File: src/rtl/uart_rx_param_if.sv
// Receive-side bundle of the parametrised UART: the serial line in, and the
// one-word valid/ready holding register with its status flags out.
interface uart_rx_param_if #(
  parameter int DATA_BITS = 8
);
  logic                 rx;
  logic [DATA_BITS-1:0] rx_data;
  logic                 rx_valid;
  logic                 rx_ready;
  logic                 frame_err;
  logic                 parity_err;
  logic                 overrun;
  logic                 brk;

  modport master (
    input  rx, rx_ready,
    output rx_data, rx_valid, frame_err, parity_err, overrun, brk
  );

  modport slave (
    output rx, rx_ready,
    input  rx_data, rx_valid, frame_err, parity_err, overrun, brk
  );
endinterface

File: src/rtl/uart_rx_param.sv
// Parametrised UART receiver: fractional baud tick, 2-of-3 mid-bit voting,
// parity/framing/break/overrun detection, one-word valid/ready output register.
module uart_rx_param #(
  parameter int CLK_HZ     = 12000000,
  parameter int BAUD       = 115200,
  parameter int OVERSAMPLE = 16,
  parameter int DATA_BITS  = 8,
  parameter int PARITY     = 0,
  parameter int STOP_BITS  = 1
) (
  input  logic            clk,
  input  logic            rst_n,
  uart_rx_param_if.master bus
);
  localparam longint INC   = longint'(BAUD) * longint'(OVERSAMPLE);
  localparam int     ACC_W = $clog2(longint'(CLK_HZ) + INC) + 1;
  localparam int     CNT_W = $clog2(OVERSAMPLE);
  localparam int     IDX_W = $clog2(DATA_BITS);

  localparam logic [ACC_W-1:0] INC_W    = ACC_W'(INC);
  localparam logic [ACC_W-1:0] CLK_W    = ACC_W'(CLK_HZ);
  localparam logic [CNT_W-1:0] M_LO     = CNT_W'(OVERSAMPLE / 2 - 1);
  localparam logic [CNT_W-1:0] M_MID    = CNT_W'(OVERSAMPLE / 2);
  localparam logic [CNT_W-1:0] M_HI     = CNT_W'(OVERSAMPLE / 2 + 1);
  localparam logic [CNT_W-1:0] CNT_LAST = CNT_W'(OVERSAMPLE - 1);
  localparam logic [IDX_W-1:0] IDX_LAST = IDX_W'(DATA_BITS - 1);
  localparam logic             STOP_LAST = 1'(STOP_BITS - 1);

  typedef enum logic [2:0] {S_IDLE, S_START, S_DATA, S_PARITY, S_STOP, S_BRKW} state_e;

  state_e               state_q, state_d;
  logic [ACC_W-1:0]     acc_q, acc_sum;
  logic                 tick;
  logic                 rx_meta_q, rx_sync_q, rx_prev_q;
  logic [CNT_W-1:0]     cnt_q, cnt_d;
  logic [IDX_W-1:0]     idx_q, idx_d;
  logic [DATA_BITS-1:0] shift_q, shift_d;
  logic                 par_q, par_d;
  logic                 stop_idx_q, stop_idx_d;
  logic                 stop_lo_q, stop_lo_d;
  logic                 stop_hi_q, stop_hi_d;
  logic                 s0_q, s0_d, s1_q, s1_d;
  logic                 maj, decide, bit_end, par_xor;
  logic                 done, done_ferr, done_perr, done_brk;

  logic [DATA_BITS-1:0] data_q;
  logic                 valid_q, ferr_q, perr_q, ovr_q, brk_q;

  // Phase accumulator never exceeds CLK_HZ+INC, so one subtraction per tick keeps it bounded.
  assign acc_sum = acc_q + INC_W;
  assign tick    = (acc_sum >= CLK_W);

  // NOTE: sequential state uses non-blocking assignments so every register samples pre-edge values.
  always_ff @(posedge clk or negedge rst_n) begin
    if (!rst_n) begin
      acc_q     <= '0;
      rx_meta_q <= 1'b1;
      rx_sync_q <= 1'b1;
      rx_prev_q <= 1'b1;
    end else begin
      acc_q     <= tick ? (acc_sum - CLK_W) : acc_sum;
      rx_meta_q <= bus.rx;
      rx_sync_q <= rx_meta_q;
      rx_prev_q <= rx_sync_q;
    end
  end

  assign maj     = (s0_q & s1_q) | (s0_q & rx_sync_q) | (s1_q & rx_sync_q);
  assign decide  = tick && (cnt_q == M_HI);
  assign bit_end = tick && (cnt_q == CNT_LAST);
  assign par_xor = (^shift_q) ^ par_q;

  // NOTE: every always_comb output gets a default first, so no path can infer a latch.
  always_comb begin
    state_d    = state_q;
    cnt_d      = cnt_q;
    idx_d      = idx_q;
    shift_d    = shift_q;
    par_d      = par_q;
    stop_idx_d = stop_idx_q;
    stop_lo_d  = stop_lo_q;
    stop_hi_d  = stop_hi_q;
    s0_d       = s0_q;
    s1_d       = s1_q;
    done       = 1'b0;
    done_ferr  = 1'b0;
    done_perr  = 1'b0;
    done_brk   = 1'b0;

    if (tick) begin
      cnt_d = (cnt_q == CNT_LAST) ? '0 : cnt_q + 1'b1;
      if (cnt_q == M_LO)  s0_d = rx_sync_q;
      if (cnt_q == M_MID) s1_d = rx_sync_q;
    end

    case (state_q)
      S_IDLE: begin
        cnt_d      = '0;
        idx_d      = '0;
        par_d      = 1'b0;
        stop_idx_d = 1'b0;
        stop_lo_d  = 1'b0;
        stop_hi_d  = 1'b0;
        if (rx_prev_q && !rx_sync_q) state_d = S_START;
      end
      S_START: begin
        if (decide && maj) state_d = S_IDLE;
        else if (bit_end)  state_d = S_DATA;
      end
      S_DATA: begin
        if (decide) shift_d = {maj, shift_q[DATA_BITS-1:1]};
        if (bit_end) begin
          if (idx_q == IDX_LAST) begin
            idx_d   = '0;
            state_d = (PARITY != 0) ? S_PARITY : S_STOP;
          end else begin
            idx_d = idx_q + 1'b1;
          end
        end
      end
      S_PARITY: begin
        if (decide)  par_d   = maj;
        if (bit_end) state_d = S_STOP;
      end
      S_STOP: begin
        if (decide) begin
          stop_lo_d = stop_lo_q | ~maj;
          stop_hi_d = stop_hi_q | maj;
          if (stop_idx_q == STOP_LAST) begin
            // The frame completes at the last stop-bit vote, not at the end of that bit.
            done      = 1'b1;
            done_ferr = stop_lo_q | ~maj;
            done_perr = (PARITY == 1) ? ~par_xor : ((PARITY == 2) ? par_xor : 1'b0);
            done_brk  = (shift_q == '0) & ~par_q & ~(stop_hi_q | maj);
            state_d   = done_brk ? S_BRKW : S_IDLE;
          end
        end else if (bit_end) begin
          stop_idx_d = 1'b1;
        end
      end
      S_BRKW: begin
        if (rx_sync_q) state_d = S_IDLE;
      end
      default: state_d = S_IDLE;
    endcase
  end

  always_ff @(posedge clk or negedge rst_n) begin
    if (!rst_n) begin
      state_q    <= S_IDLE;
      cnt_q      <= '0;
      idx_q      <= '0;
      shift_q    <= '0;
      par_q      <= 1'b0;
      stop_idx_q <= 1'b0;
      stop_lo_q  <= 1'b0;
      stop_hi_q  <= 1'b0;
      s0_q       <= 1'b1;
      s1_q       <= 1'b1;
    end else begin
      state_q    <= state_d;
      cnt_q      <= cnt_d;
      idx_q      <= idx_d;
      shift_q    <= shift_d;
      par_q      <= par_d;
      stop_idx_q <= stop_idx_d;
      stop_lo_q  <= stop_lo_d;
      stop_hi_q  <= stop_hi_d;
      s0_q       <= s0_d;
      s1_q       <= s1_d;
    end
  end

  // Holding register: a completed frame that finds the register full and not being drained is dropped.
  always_ff @(posedge clk or negedge rst_n) begin
    if (!rst_n) begin
      data_q  <= '0;
      valid_q <= 1'b0;
      ferr_q  <= 1'b0;
      perr_q  <= 1'b0;
      ovr_q   <= 1'b0;
      brk_q   <= 1'b0;
    end else if (done) begin
      if (!valid_q || bus.rx_ready) begin
        data_q  <= shift_q;
        valid_q <= 1'b1;
        ferr_q  <= done_ferr;
        perr_q  <= done_perr;
        brk_q   <= done_brk;
        ovr_q   <= 1'b0;
      end else begin
        ovr_q   <= 1'b1;
      end
    end else if (valid_q && bus.rx_ready) begin
      valid_q <= 1'b0;
      ovr_q   <= 1'b0;
    end
  end

  assign bus.rx_data    = data_q;
  assign bus.rx_valid   = valid_q;
  assign bus.frame_err  = ferr_q;
  assign bus.parity_err = perr_q;
  assign bus.overrun    = ovr_q;
  assign bus.brk        = brk_q;
endmodule
File: src/flat_wrapper.sv
// flat-port wrapper written by rule: the top's interface ports become plain ports
module uart_rx_param_flat 
#(
  parameter int CLK_HZ     = 12000000,
  parameter int BAUD       = 115200,
  parameter int OVERSAMPLE = 16,
  parameter int DATA_BITS  = 8,
  parameter int PARITY     = 0,
  parameter int STOP_BITS  = 1
)
  (clk, rst_n, bus_rx, bus_rx_ready, bus_rx_data, bus_rx_valid, bus_frame_err, bus_parity_err, bus_overrun, bus_brk);
  uart_rx_param_if #(.DATA_BITS(DATA_BITS)) bus_i ();
  input  logic clk;
  input  logic rst_n;
  input wire logic [$bits(bus_i.rx)-1:0] bus_rx;
  input wire logic [$bits(bus_i.rx_ready)-1:0] bus_rx_ready;
  output wire logic [$bits(bus_i.rx_data)-1:0] bus_rx_data;
  output wire logic [$bits(bus_i.rx_valid)-1:0] bus_rx_valid;
  output wire logic [$bits(bus_i.frame_err)-1:0] bus_frame_err;
  output wire logic [$bits(bus_i.parity_err)-1:0] bus_parity_err;
  output wire logic [$bits(bus_i.overrun)-1:0] bus_overrun;
  output wire logic [$bits(bus_i.brk)-1:0] bus_brk;
  assign bus_i.rx = bus_rx;
  assign bus_i.rx_ready = bus_rx_ready;
  assign bus_rx_data = bus_i.rx_data;
  assign bus_rx_valid = bus_i.rx_valid;
  assign bus_frame_err = bus_i.frame_err;
  assign bus_parity_err = bus_i.parity_err;
  assign bus_overrun = bus_i.overrun;
  assign bus_brk = bus_i.brk;
  uart_rx_param #(.CLK_HZ(CLK_HZ), .BAUD(BAUD), .OVERSAMPLE(OVERSAMPLE), .DATA_BITS(DATA_BITS), .PARITY(PARITY), .STOP_BITS(STOP_BITS)) u_core (.clk(clk), .rst_n(rst_n), .bus(bus_i));
endmodule
File: config.mk
export PLATFORM = sky130hd
export DESIGN_NAME = uart_rx_param_flat
export DESIGN_NICKNAME = d
export VERILOG_FILES = /design/src/rtl/uart_rx_param_if.sv /design/src/rtl/uart_rx_param.sv /design/src/flat_wrapper.sv
export SDC_FILE = /design/constraint.sdc
export NUM_CORES = 1
export LEC_CHECK = 0
export CORE_ASPECT_RATIO = 1.75
export CORE_MARGIN = 5
export CORE_UTILIZATION = 40
export DETAILED_ROUTE_END_ITERATION = 12
export GPL_TIMING_DRIVEN = 0
export PLACE_DENSITY_LB_ADDON = 0.05
export SLEW_MARGIN = 5
export SYNTH_ARGS = -nofsm -noshare
export SYNTH_HDL_FRONTEND = slang
export SYNTH_SLANG_ARGS = --single-unit
File: constraint.sdc
create_clock -name clk -period 3.5 [get_ports clk]
set_input_delay 0.875 -clock clk [delete_from_list [all_inputs] [get_ports clk]]
set_output_delay 0.875 -clock clk [all_outputs]
set_load 0.01 [all_outputs]
### PDN straps and rails, run 1

Scale bar: 20 µm. Pins as bars on the die edge.
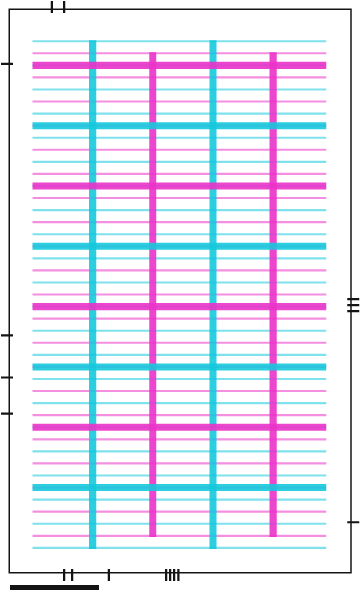
| net | colour |
|---|---|
| VDD | magenta |
| VSS | cyan |
met4 straps: 4
signal pins: 17
rows: 42
Chip Width: 76.70 µm
Max IR drop VDD: 0.0002681 V
Core Region: 7567 µm²
die y size: 126.7 µm

### Cell classes on the final placement, run 1

Scale bar: 20 µm.
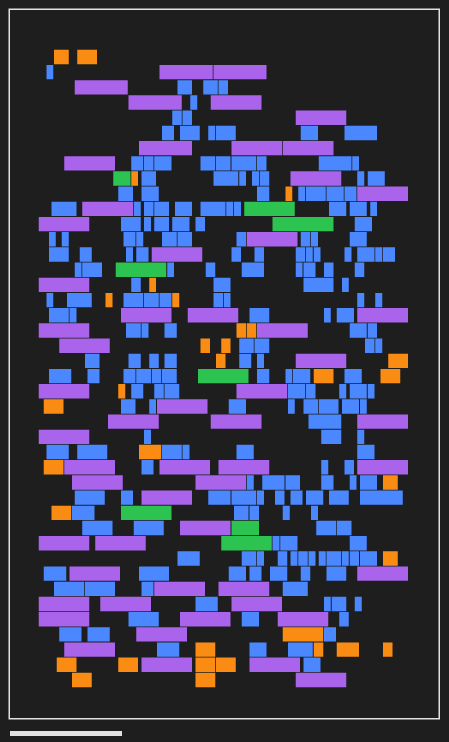
| class | colour | cells | share of their area |
|---|---|---|---|
| flip-flops | purple | 56 | 41% |
| clock drivers and dummy loads | green | 8 | 5.1% |
| all other logic | blue | 222 | 47% |
| other buffers and delay cells | orange | 33 | 7.6% |
fin util: 47.14%
cell row count: 42
design area: 3567 µm²
flop share of the area: 39.46%

### Clock wires, drivers and flops, run 1

Scale bar: 20 µm.
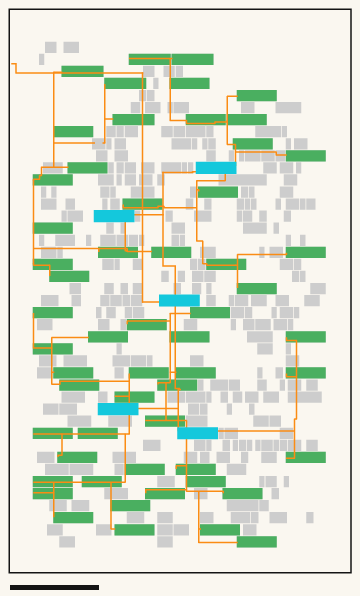
[clock wires] orange | length: 777 µm
[flip-flops] green | count: 56
[cells driving clock nets] cyan | count: 5
routed clock nets: 6
Clock Latency Late Sink: 0.29 ns
P_clk: 0.593 mW
clk_skew: 0.007335 ns
clock share of power: 45.8%

-- run 1: worst max-delay path: cells and delay by family (launching register included) --
kind | cells | cell delay (ns)
buffers and inverters | 3 | 0.74
AOI/OAI and AO/OA | 2 | 0.53
DFF | 1 | 0.52
muxes | 1 | 0.36
xor gates and xnor gates | 1 | 0.32
and+or+nand+nor | 2 | 0.27
adders and majority gates | 1 | 0.19
-- run 1: cell usage after synthesis, types with 6 or more instances --
cell type | number | share of area [%]
nor2_1 | 24 | 2.9
ha_1 | 8 | 3.2
inv_1 | 11 | 1.3
o21ai_0 | 15 | 2.4
mux2i_1 | 8 | 2.6
nand2_1 | 22 | 2.7
xor2_1 | 12 | 3.4
mux2_4 | 8 | 3.9
buf_2 | 6 | 0.96
or3_1 | 6 | 1.2
dfrtp_1 | 51 | 41
a21oi_1 | 9 | 1.4
xnor2_1 | 11 | 3.1
mux2_2 | 8 | 2.9
-- run 1: cell type report --
cell class,count,share of cell area [%]
well taps,88,3.087
plain buffers,17,2.736
inverters,11,1.157
clock buffers,6,3.893
repair buffers,16,4.630
multi-input cells,211,43.95
clock inverters,2,1.087
flip-flops and latches,56,39.46
-- run 1: per-layer routing --
layer  wire length, µm  vias to the layer above  share of wire, %
met5                 0                        -                 0
li1                  -                     1086                 -
met1              2622                     1051                41
met2              3555                       16                56
met3                91                        8               1.4
met4               124                        0               1.9
-- run 1: power by group --
part / internal (mW) / switching, mW
Clock: 0.359 / 0.234
Sequential: 0.654 / 0.00444
Combinational: 0.0151 / 0.0286
Total: 1.03 / 0.267
-- run 1: stage by stage --
| step | utilization (%) | cell area (µm²) |
|---|---|---|
| after floorplan | - | 3114 |
| after global placement | 44.59 | 3374 |
| after detailed placement | 44.79 | 3390 |
| after CTS | 47.14 | 3567 |
| after global routing | 47.14 | 3567 |
| final | 47.14 | 3567 |
-- run 1: worst max-delay path by stage --
stage / to / slack (ns) / cells after the start
floorplan: u_core.shift_q[0] / 0.77 / 8
global placement: u_core.state_q[2] / -0.29 / 1
detailed placement: u_core.acc_q[9] / 0.43 / 10
CTS: u_core.acc_q[9] / 0.43 / 10
global route: u_core.acc_q[9] / 0.19 / 10
finish: u_core.acc_q[9] / 0.47 / 10
-- run 1: cell families (layout without fill, tap and decap cells) --
group	count (synthesis)	after routing
AND/OR/NAND/NOR	94	94
XOR/XNOR	25	25
adder cells (fa/ha/maj)	9	9
AND-OR/OR-AND	56	56
multiplexers	26	26
other	1	1
buffers and inverters	28	52
flip-flops	56	56
-- run 1: sequential cells by signal (all words and copies together), names as in the netlist, 3 cells and up --
signal	cells
u_core.acc_q	17
u_core.bus.rx_data	8
u_core.shift_q	8
u_core.cnt_q	4
u_core.idx_q	3
u_core.state_q	3
==> impl_metrics.env, run 1 <==
# yosys + openroad results
export IMPL_min_path_cells=0
export IMPL_grt_max_degree=36
export IMPL_wire_per_inst_um=15.71
export IMPL_synth_seq_share_pct=45.20
export IMPL_detail_route_antenna_nets=0
export IMPL_whs_ns=0.3569
export IMPL_syn_nets=307
export IMPL_syn_instance_count=295
export IMPL_hp_start="u_core.rx_meta_q"
export IMPL_cts_buffer_depth=2
export IMPL_antenna_found_initial=0
export IMPL_final_nets=330
export IMPL_path_cells="ha_1 -> buf_2 -> nand4_4 -> nand2_1 -> xor2_1 -> o21ai_2 -> a221oi_2 -> buf_2 -> buf_2 -> mux2_2"
export IMPL_place_ws_ns=0.4333
export IMPL_grt_usage_pct=14.20
export IMPL_final_cell_mix="51 x dfrtp_1, 24 x nor2_1, 22 x nand2_1"
export IMPL_initCoreUtil_pct=41.15
export IMPL_numCtsBuffers=5
export IMPL_worst_path_max_delay_cell="dfrtp_1"
export IMPL_period_used_pct=86.59
export IMPL_xor_share_pct=7.513
export IMPL_area_delta_synth_final_pct=14.54
export IMPL_yosysCellCount=295
export IMPL_reg2reg_slack_ns=0.47
export IMPL_die_area_um2=9720
export IMPL_drive_gt1_share_pct=17.24
export IMPL_r2r_cells=10
export IMPL_reg2reg_from="u_core.acc_q[13]"
export IMPL_p_leak_nw=1.681
export IMPL_holdCritPathClass="register to register"
export IMPL_ys_sh_mux_pct=10.04
export IMPL_vias=2161
export IMPL_cp_max_fo=10
export IMPL_ff_type="dfrtp_1"
export IMPL_slew_violations=0
export IMPL_drc=0
export IMPL_clk_pin_slew_ns=0.07
export IMPL_layoutNonFillerInstCount=407
export IMPL_numClockSinks=56
export IMPL_finalPower_mw=1.295
export IMPL_ys_warnings_count=0
export IMPL_setup_tns_ns=0
export IMPL_layout_cells_most_common="dfrtp_1"
export IMPL_use_met2_pct=26.69
export IMPL_min_to="u_core.rx_sync_q"
export IMPL_relSlewSlack_pct=56.85
export IMPL_top_logic_kind="simple AND/OR/NAND/NOR gates"
export IMPL_aoi_share_pct=12.58
export IMPL_met1_usage_pct=15.36
export IMPL_openroad_warnings=29
export IMPL_critPathMostFrequentCell="buf_2"
export IMPL_comb_area_um2=1568
export IMPL_timing_final_ws_setup_ns=0.4695
export IMPL_grt_ovfl_total=0
export IMPL_rsz0062_at_grt="false"
export IMPL_htreeDepth=2
export IMPL_ys_ff=56
export IMPL_netlist_area_um2=3114
export IMPL_synth_area_per_cell_um2=10.56
export IMPL_placed_cells=399
export IMPL_hold_buffers=0
export IMPL_dr_pass1_iters=4
export IMPL_via_per_inst=5.310
export IMPL_dp_hpwl_um=4770
export IMPL_clockRootBuffer="clkbuf_16"
export IMPL_seq_area_um2=1408
export IMPL_place_congestion=0.7919
export IMPL_edf_count=0
export IMPL_drt_iter0_markers=43
export IMPL_ys_sh_simple_pct=16.55
export IMPL_adder_share_pct=3.536
export IMPL_async_flop_share_pct=100.0
export IMPL_status="finished, final reports clean"
export IMPL_worst_r2r_endpoint="u_core.acc_q[9]"
export IMPL_ys_types=59
export IMPL_busiest_layer="met2"
export IMPL_ys_chip_area_um2=3114
export IMPL_fmax_ghz=0.3300
export IMPL_tightestPinTransition_ns=0.6382
export IMPL_max_cap_violations=0
export IMPL_num_io_pins=17
export IMPL_crit_path_max_incr_delay_ns=0.52
export IMPL_criticalPathCategory="register to register"
export IMPL_setup_viol=0
export IMPL_post_cts_buffers=0
export IMPL_cts_resized=0
export IMPL_portBuffers=15
export IMPL_grt_pass1_wl_um=11140
export IMPL_routed_wl_um=6393
export IMPL_grtUsageMet3_pct=2.482
export IMPL_cts_tree="done"
export IMPL_fillers=737
export IMPL_hold_viol_final=0
export IMPL_p_per_area_nw_per_um2=363.0
export IMPL_required_ns=3.69
export IMPL_crit_arrival_ns=3.22
export IMPL_layout_min_cycle_time_ns=3.031
export IMPL_start_kind="register"
export IMPL_critPathLaunch="u_core.acc_q[13]"
export IMPL_grt_pass1_vias=2292
export IMPL_antenna_cells=0
export IMPL_endpoint_kind="register"
==> run 2: changes to the inputs <==
- TNS_END_PERCENT: unset -> 20
### Cell classes on the final placement, run 2

Scale bar: 20 µm.
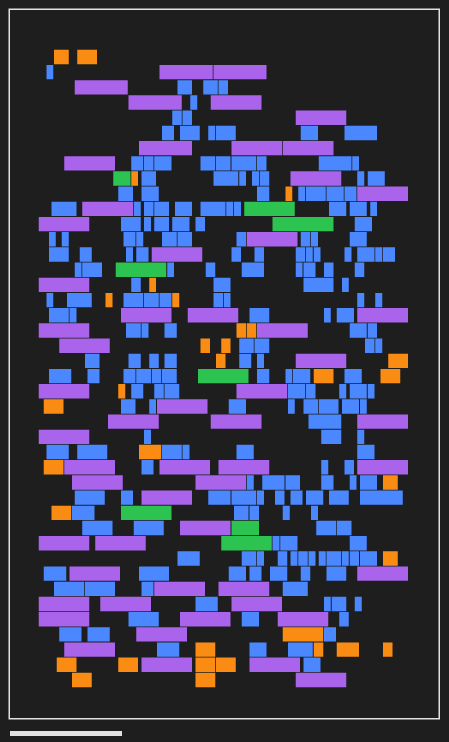
| class | colour | cells | share of their area |
|---|---|---|---|
| other buffers and delay cells | orange | 33 | 7.6% |
| all other logic | blue | 222 | 47% |
| flip-flops | purple | 56 | 41% |
| clock drivers and dummy loads | green | 8 | 5.1% |

### Track usage over the die, run 2

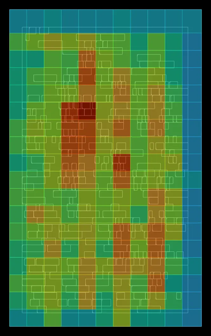
GR peak layer: met2
met1 usage: 15.36%

==> impl_metrics.env, run 2 <==
# yosys + openroad results
export IMPL_status="finished, final reports clean"
export IMPL_max_cap_violations=0
export IMPL_die_w_um=76.70
export IMPL_clk_pin_slew_ns=0.07
export IMPL_required_ns=3.69
export IMPL_grt_pass1_vias=2292
export IMPL_dp_hpwl_um=4770
export IMPL_ys_ff=56
export IMPL_clockRootBuffer="clkbuf_16"
export IMPL_top_register="u_core.acc_q"
export IMPL_criticalPathCategory="register to register"
export IMPL_holdCritPathClass="register to register"
export IMPL_cp_max_fo=10
export IMPL_syn_nets=307
export IMPL_ys_types=59
export IMPL_wire_per_inst_um=15.71
export IMPL_ys_chip_area_um2=3114
export IMPL_p_per_area_nw_per_um2=363.0
export IMPL_portBuffers=15
export IMPL_worst_path_max_delay_cell="dfrtp_1"
export IMPL_antenna_cells=0
export IMPL_place_congestion=0.7919
export IMPL_ir_drop_v=0.0002681
export IMPL_top_cell_area_share_pct=40.98
export IMPL_tightestPinTransition_ns=0.6382
export IMPL_area_delta_synth_final_pct=14.54
export IMPL_drt_iter0_markers=43
export IMPL_drc=0
export IMPL_openroad_warnings=29
export IMPL_edf_count=0
export IMPL_core_area_um2=7567
export IMPL_layout_min_cycle_time_ns=3.031
export IMPL_drive_gt1_share_pct=17.24
export IMPL_async_flop_share_pct=100.0
export IMPL_num_io_pins=17
export IMPL_period_used_pct=86.59
export IMPL_crit_arrival_ns=3.22
export IMPL_htreeDepth=2
export IMPL_layout_cells_most_common="dfrtp_1"
export IMPL_final_cell_mix="51 x dfrtp_1, 24 x nor2_1, 22 x nand2_1"
export IMPL_cts_tree="done"
export IMPL_ys_warnings_count=0
export IMPL_endpoint_kind="register"
export IMPL_common_cells="51 x dfrtp_1, 24 x nor2_1, 22 x nand2_1, 15 x o21ai_0, 12 x xor2_1"
export IMPL_post_cts_buffers=0
export IMPL_yosysTopAreaCell="dfrtp_1"
export IMPL_synth_seq_share_pct=45.20
export IMPL_slew_violations=0
export IMPL_cts_resized=0
export IMPL_via_per_inst=5.310
export IMPL_start_kind="register"
export IMPL_die_size_y_um=126.7
export IMPL_grt_usage_pct=14.20
export IMPL_final_nets=330
export IMPL_grt_max_degree=36
export IMPL_syn_instance_count=295
export IMPL_numCtsBuffers=5
export IMPL_clk_latency_ns=0.29
export IMPL_fillers=737
export IMPL_antenna_found_initial=0
export IMPL_p_leak_nw=1.681
export IMPL_dr_pass1_iters=4
export IMPL_most_common_cell="dfrtp_1"
export IMPL_crit_path_max_incr_delay_ns=0.52
export IMPL_finalPower_mw=1.295
export IMPL_die_area_um2=9720
export IMPL_fin_skew_ns=0.007335
export IMPL_setup_viol=0
export IMPL_detail_route_antenna_nets=0
export IMPL_yosysCellCount=295
export IMPL_relSlewSlack_pct=56.85
export IMPL_netlist_area_um2=3114
export IMPL_path_cells="ha_1 -> buf_2 -> nand4_4 -> nand2_1 -> xor2_1 -> o21ai_2 -> a221oi_2 -> buf_2 -> buf_2 -> mux2_2"
export IMPL_synth_area_per_cell_um2=10.56
export IMPL_ff_type="dfrtp_1"
export IMPL_vias=2161
export IMPL_path_delay_family="buffers and inverters"
## run 2: cell counts after synthesis
Identical to the previous run, type by type.
## run 2: report_power, final
group / internal, mW / total (mW) / leakage [nW] / switching, mW
registers: 0.654 / 0.659 / 0.712 / 0.00444
logic: 0.0151 / 0.0437 / 0.882 / 0.0286
clock network: 0.359 / 0.593 / 0.0871 / 0.234
## run 2: cell type report
type                            instances  area (µm²)  share of cell area [%]
Tap cell                               88       110.1                   3.087
Clock buffer                            6       138.9                   3.893
Buffer                                 17       97.59                   2.736
Multi-Input combinational cell        211        1568                   43.95
Timing Repair Buffer                   16       165.2                   4.630
Inverter                               11       41.29                   1.157
Sequential cell                        56        1408                   39.46
Clock inverter                          2       38.79                   1.087
## run 2: logic make-up (layout without fill, tap and decap cells)
kind of cell | after synthesis | after routing | share of synthesized area (%)
flip-flops | 56 | 56 | 45.20
multiplexers | 26 | 26 | 10.04
buffers and inverters | 28 | 52 | 4.460
adder cells (fa/ha/maj) | 9 | 9 | 3.536
other | 1 | 1 | 0.1204
AND/OR/NAND/NOR | 94 | 94 | 16.55
AND-OR/OR-AND | 56 | 56 | 12.58
XOR/XNOR | 25 | 25 | 7.513
## run 2: worst paths after layout
check	start	end	slack, ns	cells after the start
setup / recovery	u_core.acc_q[13]	u_core.acc_q[9]	0.47	10
hold / removal	u_core.rx_meta_q	u_core.rx_sync_q	0.36	0
setup reg to reg	u_core.acc_q[13]	u_core.acc_q[9]	0.47	10
max in group asynchronous	rst_n	u_core.state_q[1]	2.36	2
min in group asynchronous	rst_n	u_core.acc_q[17]	0.56	1
hold reg to reg	u_core.rx_meta_q	u_core.rx_sync_q	0.36	0
## run 2: stage by stage
| step | instance area (µm²) | worst slack (ns) | util (%) | hold WS [ns] | cells |
|---|---|---|---|---|---|
| 3_5_place_dp | 3390 | 0.4333 | 44.79 | 0.3487 | 399 |
| 2_1_floorplan | 3114 | 0.7688 | - | 0.3452 | 295 |
| 5_1_grt | 3567 | 0.1856 | 47.14 | 0.3689 | 407 |
| 6_report | 3567 | 0.4695 | 47.14 | 0.3569 | 407 |
| 3_3_place_gp | 3374 | -0.2895 | 44.59 | 0.3458 | 398 |
| 4_1_cts | 3567 | 0.4281 | 47.14 | 0.3591 | 407 |
## run 2: per-layer routing
| layer | share of wire, % | wire length (µm) | global-route usage [%] |
|---|---|---|---|
| met5 | 0 | 0 | 0 |
| met4 | 1.9 | 124 | 5.664 |
| met3 | 1.4 | 91 | 2.482 |
| met2 | 56 | 3555 | 26.69 |
| met1 | 41 | 2622 | 15.36 |
No activity file was given, so power comes from the tool's default toggle rates.
